Design rx_unit, sky130hd; sources not shown.
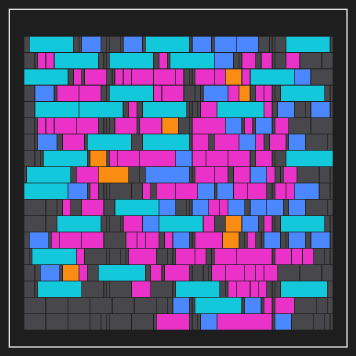
(placed cells, one colour a class)
(6 px per µm) Fill, decap, tap and diode cells in grey.
remaining logic cells -> magenta  # cells 103
clock drivers and dummy loads -> orange  # cells 8
registers -> cyan  # cells 30
remaining buffers and delay cells -> blue  # cells 41
core area: 2520 µm²
Core Util, Final: 70.5%

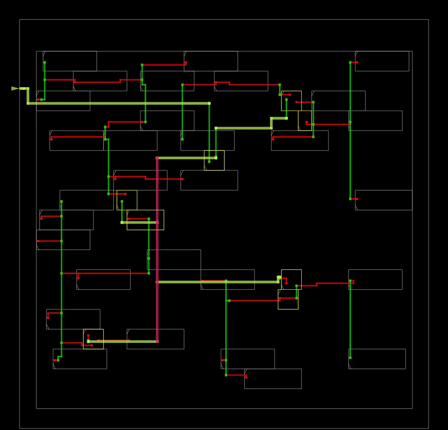
(the clock network)
flip-flops: 30
CLK BUF: 6
Clock group: 0.457 mW
clk ins delay skew pair: 0.33 ns
Clock Sinks: 30

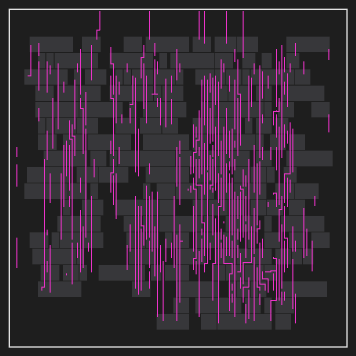
(met2 routing)
(6 px per µm) Cells faint in the background.
share of all routed wire = 50%
nets with wire on the layer = 156
wire length on this layer = 1450 µm
longest straight run = 21.2 µm
main direction = vertical
Vias: 1146
GR Layer Usage met2: 30.4%
Final Routed Wirelength: 2920 µm

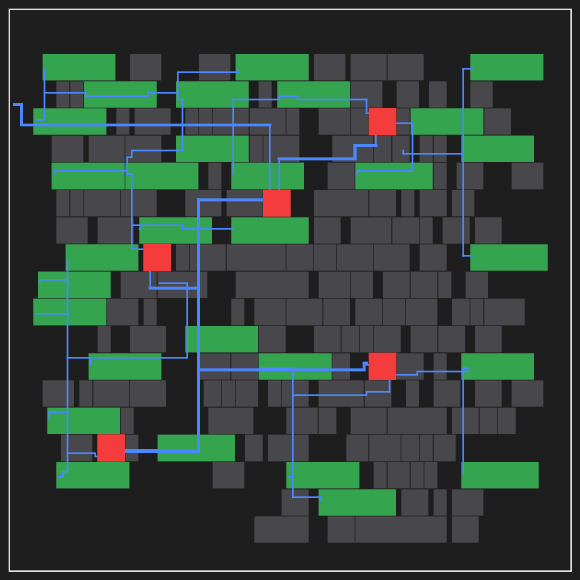
(clock wires, drivers and flops)
(10 px per µm)
flip-flops -> green  # count 30
clock wires -> blue  # length 374 µm
clock-net drivers -> red  # count 5
flops lie = widely spread
Clock power frac: 36.6%

==> impl_metrics.ini <==
; flow metrics
[cells_and_area]
fillerInstances = 201
final_cells = 212
lay_top_count = buf_4
finalInstanceArea_um2 = 1780
layout-drive-gt1-share_pct = 33.5
area_growth_pct = 36.9

[critical_path]
worstPathArrival_ns = 1.83
cp-start-kind = flip-flop
rrSetupSlack_ns = -0.07
rr_worst_depth = 6
required_ns = 1.76
critPathKind = flip-flop to flip-flop
cp_max_fo = 5

[drt]
drt_iter0_drc = 23
dr_wl_met3_um = 115
wl_met2_um = 1450
dr.pass1.iters = 4
antenna_left = 0
vias_per_cell = 5.41

[synth]
common_cells = dfxtp_1, nor2_1, mux2i_1
ys_sh_mux_pct = 12.3
yosys.area_share.adder_pct = 2.89
synth-warning-count = 0
syn_avg_cell_area_um2 = 9.15
synthXorXnorAreaFrac_pct = 0.674
ys_cells = 142
synth_cell_types = 34
ys_seq_share_pct = 46.2
edf_count = 0
compound_area_share_pct = 13.2
logic_family = simple AND/OR/NAND/NOR gates
syn_area_um2 = 1300
synth-main-ff-cell = dfxtp_1
yosys_area_um2 = 1300
simple_gate_area_share_pct = 20.9
most_common_cell = dfxtp_1
synthArstFlopShare_pct = 0

[global_route]
grt_max_degree = 24
use_met3_pct = 7.21
grt_pass1_vias = 1051
antenna_found_initial = 0
grt_pass1_wl_um = 4620
grtUsageMet1_pct = 22.6
grt.total_usage_pct = 18.7

[power]
p_sw_mw = 0.304
vdd_drop_max_v = 0.000627
seq_power_mw = 0.712
p_leak_nw = 0.787
p_per_area_nw_per_um2 = 701
powerComb_mw = 0.0781
internal-power_mw = 0.943
p_total_mw = 1.25
p_sw_share_pct = 24.3
pwr-share-seq_pct = 57.1

[job]
openroad.warnings = 28
drv_cap = 0

[place]
port_buffers = 14
dp.cells = 201
hpwl_um = 1950
gp_congestion = 0.812
pre_cts_ws_ns = -0.508

[status]
status = finished, violations left
violations = negative setup slack

[timing]
finalWorstSetupSlack_ns = -0.0651
worst_pin_slew_ns = 0.389
slew_headroom_pct = 73.9
min_period_ns = 1.77
rsz0062_at_grt = true
finalCritPeriodShare_pct = 104
holdWs_ns = 0.218
finalSetupViolCount = 8
fmax_ghz = 0.567
tns_ns = -0.191

[clocking]
htreeDepth = 2
clockBufferDepth = 2
cts-buffers-inserted = 5
tritoncts = yes
root_buffer = clkbuf_4
clk_pin_slew_ns = 0.10

[min_path]
hold_path_class = flip-flop to flip-flop

[floorplanning]
die_x_um = 56.0
die_y_um = 56.0
io-pin-count = 15
rows = 18
initial_core_util_pct = 51.5
==> cell type report <==
cell class | instances | area, µm² | share of cell area (%)
timing repair buffer | 41 | 347 | 19.5
inverter | 2 | 7.51 | 0.422
sequential | 30 | 608 | 34.2
clock buffer | 6 | 51.3 | 2.88
clock inverter | 2 | 12.5 | 0.703
multi-input combinational | 101 | 716 | 40.2
tap | 30 | 37.5 | 2.11
==> critical path: stages (launching register included) <==
cell and delay, ns:
dfxtp_2 0.36, ha_4 0.15, nand4_1 0.16, o31ai_2 0.24
a21oi_2 0.08, or3b_1 0.36, a21oi_1 0.14
==> timing repair <==
| item | 4_1_cts | 5_1_grt |
|---|---|---|
| setup buffers | 2 | 1 |
| setup endpoints to repair | 31 | 23 |
| gates resized | 22 | 11 |
| pin swaps | 11 | 1 |
Power figures rest on the tool's default switching activity, not on a simulated workload.
